run_1/final_placement.png
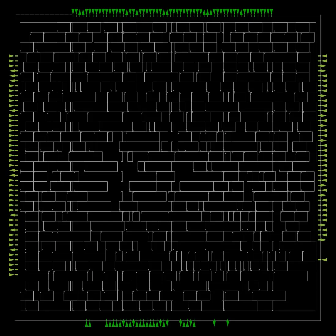
run_1/wire_density.png
The die is cut into 17 by 17 equal tiles; black is low, pale yellow is high, scaled to the fullest tile. Values are wire area over tile area, all layers added.
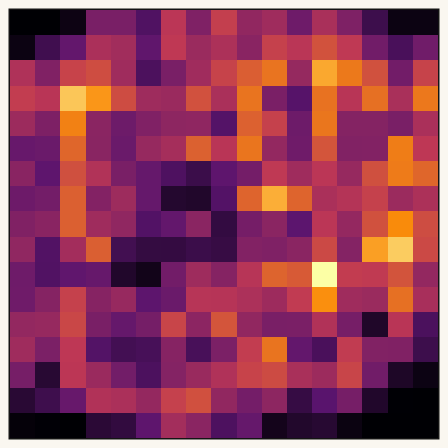
run_1/met3.png
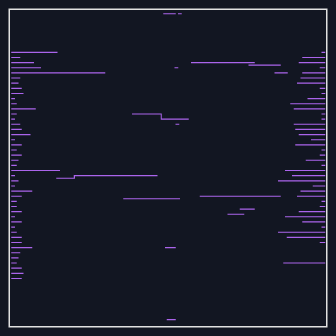
Design stdout_arbiter, sky130hd; sources not shown.
==> results.py, run 1 <==
# Physical implementation metrics
metrics = {
    "cts": {
        "h-tree-depth": 2,
        "postCtsHoldBufs": 0,
        "clock_latency_ns": 0.30,
        "clk_pin_slew_ns": 0.08,
        "clock_path_buffers": 2,
        "cts_setup_buffers": 0,
        "root_buffer": "clkbuf_8",
        "cts_buffers": 5,
    },
    "yosys": {
        "numSynthFlops": 43,
        "dominantRegCellSynth": "dfrtp_1",
        "yosys-stat-cells": 233,
        "yosys.area.top_type": "dfrtp_1",
        "async_reset_ff_share_pct": 100,
        "ys_chip_area_sq_mm": 0.00267,
        "ys.warnings.count": 0,
        "most_common_cell": "mux2i_1",
        "area_leaders": "dfrtp_1 (38%), mux2i_1 (24%), o221ai_2 (10%), nand2_1 (5.6%), o221ai_1 (4.6%)",
        "synth_area_per_cell_sq_um": 11.4,
        "yosysSeqAreaShare_pct": 40.5,
    },
    "sta": {
        "hold_violations": 0,
        "finClkSkew_ns": 0.00672,
        "totalNegativeSetupSlack_ns": 0,
        "worst_slew_pin_slew_ns": 0.563,
        "finalSetupViolCount": 0,
        "maxSlewViolCount": 0,
        "period_used_pct": 59.7,
    },
    "route": {
        "route.detailed.drc": 0,
        "highest_layer": "met4",
        "ant_nets": 0,
    },
    "critical_path": {
        "crit_slowest_cell": "clkdlybuf4s50_1",
        "crit_path_cell_trace": "clkdlybuf4s50_1, nand2b_1, a21oi_1, a221oi_2, buf_6, buf_12, mux2i_1, o221ai_1",
        "cp_num_cells": 8,
        "cp.buffers_inverters": 3,
        "worstPathArrival_ns": 2.69,
        "path_delay_family": "buffers and inverters",
        "startpoint_type": "primary input",
        "endpoint_kind": "register",
        "regToRegSetupSlack_ns": 2.21,
    },
    "cells_and_area": {
        "logic_area_sq_mm": 0.00141,
        "buf_share_pct": 41.2,
        "largest_register_ffs": 32,
        "clkCellAreaFrac_pct": 2.55,
        "num-clock-buffers": 6,
        "syn_to_final_growth_pct": 73.1,
        "lay_top_cells": "clkdlybuf4s50_1 (170), mux2i_1 (64), dfrtp_1 (41)",
        "buffers": 190,
        "seq_cell_count": 43,
        "final_nets": 547,
        "design_area_sq_mm": 0.00461,
        "largest_class": "buffers",
    },
    "run_status": {
        "status": "complete, no violations",
    },
    "hold_path": {
        "hold_path.class": "register to register",
        "hold_depth": 2,
    },
    "global_route": {
        "grt_pass1_vias": 2828,
        "antenna_found_initial": 0,
        "grt_pass1_wl_mm": 13.6,
        "use_met1_pct": 28.1,
        "overflow": 0,
    },
    "die": {
        "die.size.y_microns": 83.6,
        "die_w_microns": 83.6,
        "initCoreUtil_pct": 41.7,
        "io_pins": 172,
    },
    "placed_design": {
        "dpl_worst_slack_ns": 1.41,
        "placement.cell_area_sq_mm": 0.00450,
        "place_inst": 482,
    },
    "pwr": {
        "ir_drop_uv": 344,
        "totalPowerFinal_mw": 2.74,
        "leakagePower_nw": 1.97,
    },
    "flow_run": {
        "log.warning_count": 26,
    },
}
## Picture notes: final_placement.png
proportion of cell area occupied by registers: 23.4%
Tapcells: 77
row cnt: 29

## Picture notes: wire_density.png
emptiest ninth of the die	south-east
nearly empty tiles	3.5%
mean over tiles	0.19
tiles over half the peak	25%
Routed WL: 8.34 mm
Vias: 2601
WL/cell: 17.0 microns
GR Util All Layers: 24.4%

## Picture notes: met3.png
longest straight run	24.6 microns
nets with wire on the layer	94
wire length on this layer	477 microns
routing usage on met3: 4.65%

[run 1: power by group]
| part | switching (mW) | total, mW | leakage (nW) | internal (mW) |
|---|---|---|---|---|
| combinational | 0.821 | 1.69 | 1.38 | 0.871 |
| clock | 0.143 | 0.334 | 0.0612 | 0.190 |
| sequential | 0.121 | 0.717 | 0.532 | 0.596 |
| total | 1.09 | 2.74 | 1.97 | 1.66 |
[run 1: cells by family (layout without fill, tap and decap cells)]
family	count (synthesis)	in the layout	synth area share [%]
multiplexers	66	66	24.9
AND/OR/NAND/NOR	58	58	9.86
AND-OR/OR-AND	46	46	18.2
flip-flops	43	43	40.5
buffers and inverters	20	200	6.57
==> run 1 -> run 2 <==
- CORE_UTILIZATION: 40 -> 37
- PLACE_DENSITY: 0.87 -> 0.82
- clock period: 4.25 -> 2.4 ns (I/O delays scaled with it)
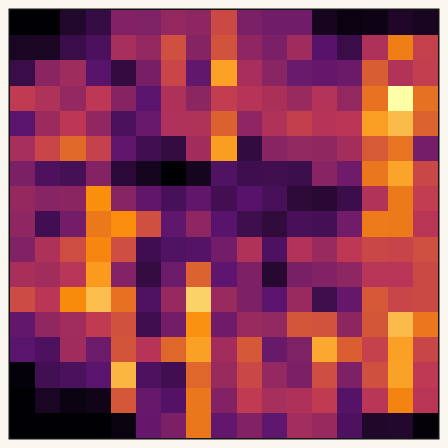
run_2/wire_density.png
The die is cut into 17 by 17 equal tiles; black is low, pale yellow is high, scaled to the fullest tile. Values are wire area over tile area, all layers added.
GR Util All Layers: 21.9%
Vias: 2557
Routed WL: 8.25 mm

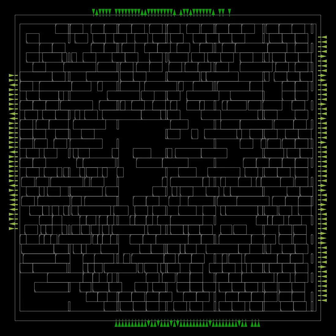
run_2/final_placement.png
Util after Layout: 67.5%
Final Instance Count excl. Fillers: 509

==> run 2 against run 1 <==
Net effect:
- critical path depth fell by 1
- synthesized cell count is the same
- register-to-register slack worse by 1.8 ns
- cell count grew 3.9%
==> results.py, run 2 <==
# Physical implementation metrics
metrics = {
    "run_status": {
        "status": "complete, no violations",
    },
    "yosys": {
        "logic_family": "multiplexers",
        "ys_sh_aoi_pct": 18.2,
        "xor_share_pct": 0,
        "yosysSeqAreaShare_pct": 40.5,
        "area_leaders": "dfrtp_1 (38%), mux2i_1 (24%), o221ai_2 (10%), nand2_1 (5.6%), o221ai_1 (4.6%)",
        "async_reset_ff_share_pct": 100,
        "yosys.area.top_type": "dfrtp_1",
        "yosys-stat-cells": 233,
        "synth_area_per_cell_sq_um": 11.4,
        "dominantRegCellSynth": "dfrtp_1",
        "simple_gate_share_pct": 9.86,
        "ys.warnings.count": 0,
        "ys_chip_area_sq_mm": 0.00267,
        "numSynthFlops": 43,
    },
    "cts": {
        "h-tree-depth": 2,
        "cts_buffers": 5,
        "clock_latency_ns": 0.30,
        "clk_pin_slew_ns": 0.08,
        "clock_path_buffers": 2,
        "root_buffer": "clkbuf_8",
        "postCtsHoldBufs": 0,
        "cts_setup_buffers": 0,
    },
    "sta": {
        "hold_violations": 0,
        "period_used_pct": 89.4,
        "fmaxAchievable_mhz": 466,
        "totalNegativeSetupSlack_ns": 0,
        "worst_slew_pin_slew_ns": 0.580,
        "finClkSkew_ns": 0.00297,
        "finalSetupViolCount": 0,
    },
    "critical_path": {
        "startpoint_type": "primary input",
        "worstPathArrival_ns": 2.32,
        "endpoint_kind": "register",
    },
    "pwr": {
        "power_frac_comb_pct": 62.0,
        "ir_drop_uv": 572,
        "pg_seq_mw": 1.25,
        "power.group.top": "combinational cells",
        "clk-power_mw": 0.588,
        "intPower_mw": 2.93,
        "leakagePower_nw": 1.97,
        "p_sw_mw": 1.91,
        "p_comb_mw": 3.00,
    },
    "global_route": {
        "grt_pass1_wl_mm": 12.7,
        "grt_pass1_vias": 2571,
        "overflow": 0,
        "globalRouteMet3Util_pct": 6.26,
        "antenna_found_initial": 0,
        "use_met1_pct": 24.4,
    },
    "cells_and_area": {
        "largest_register_ffs": 32,
        "layout.cells.most_common": "clkdlybuf4s50_1",
        "lay_top_cells": "clkdlybuf4s50_1 (170), mux2i_1 (64), dfrtp_1 (41)",
        "final_nets": 547,
        "design_area_sq_mm": 0.00464,
    },
    "die": {
        "io_pins": 172,
        "die.size.y_microns": 86.9,
        "rows": 30,
        "initCoreUtil_pct": 38.8,
    },
    "route": {
        "route.detailed.drc": 0,
        "ant_nets": 0,
        "highest_layer": "met4",
    },
    "placed_design": {
        "dpl_worst_slack_ns": -0.0727,
        "place_inst": 501,
        "placement.cell_area_sq_mm": 0.00452,
    },
    "flow_run": {
        "log.warning_count": 26,
    },
}
## run 2: cell counts in the layout (fill, tap and decap cells not counted)
Identical to the previous run, type by type.
## run 2: critical path: stages
cell and delay [ns]:
clkdlybuf4s50_1 0.57, nor2_1 0.08, a221oi_2 0.33, buf_6 0.25, buf_12 0.17, mux2i_1 0.28, o221ai_2 0.14
## run 2: cell type report
class	instances	area [sq um]	share of cell area (%)
multi-input combinational	170	1410	30.4
inverter	2	7.51	0.162
clock buffer	6	82.6	1.78
clock inverter	2	35.0	0.756
sequential	43	1080	23.3
timing repair buffer	172	1730	37.4
tap	96	120	2.59
buffer	18	168	3.62
## run 2: logic make-up after synthesis
kind of cell,Yosys count
buf+inv,20
compound gates,46
flops,43
simple gates,58
mux,66
Power and IR drop assume default switching activity.
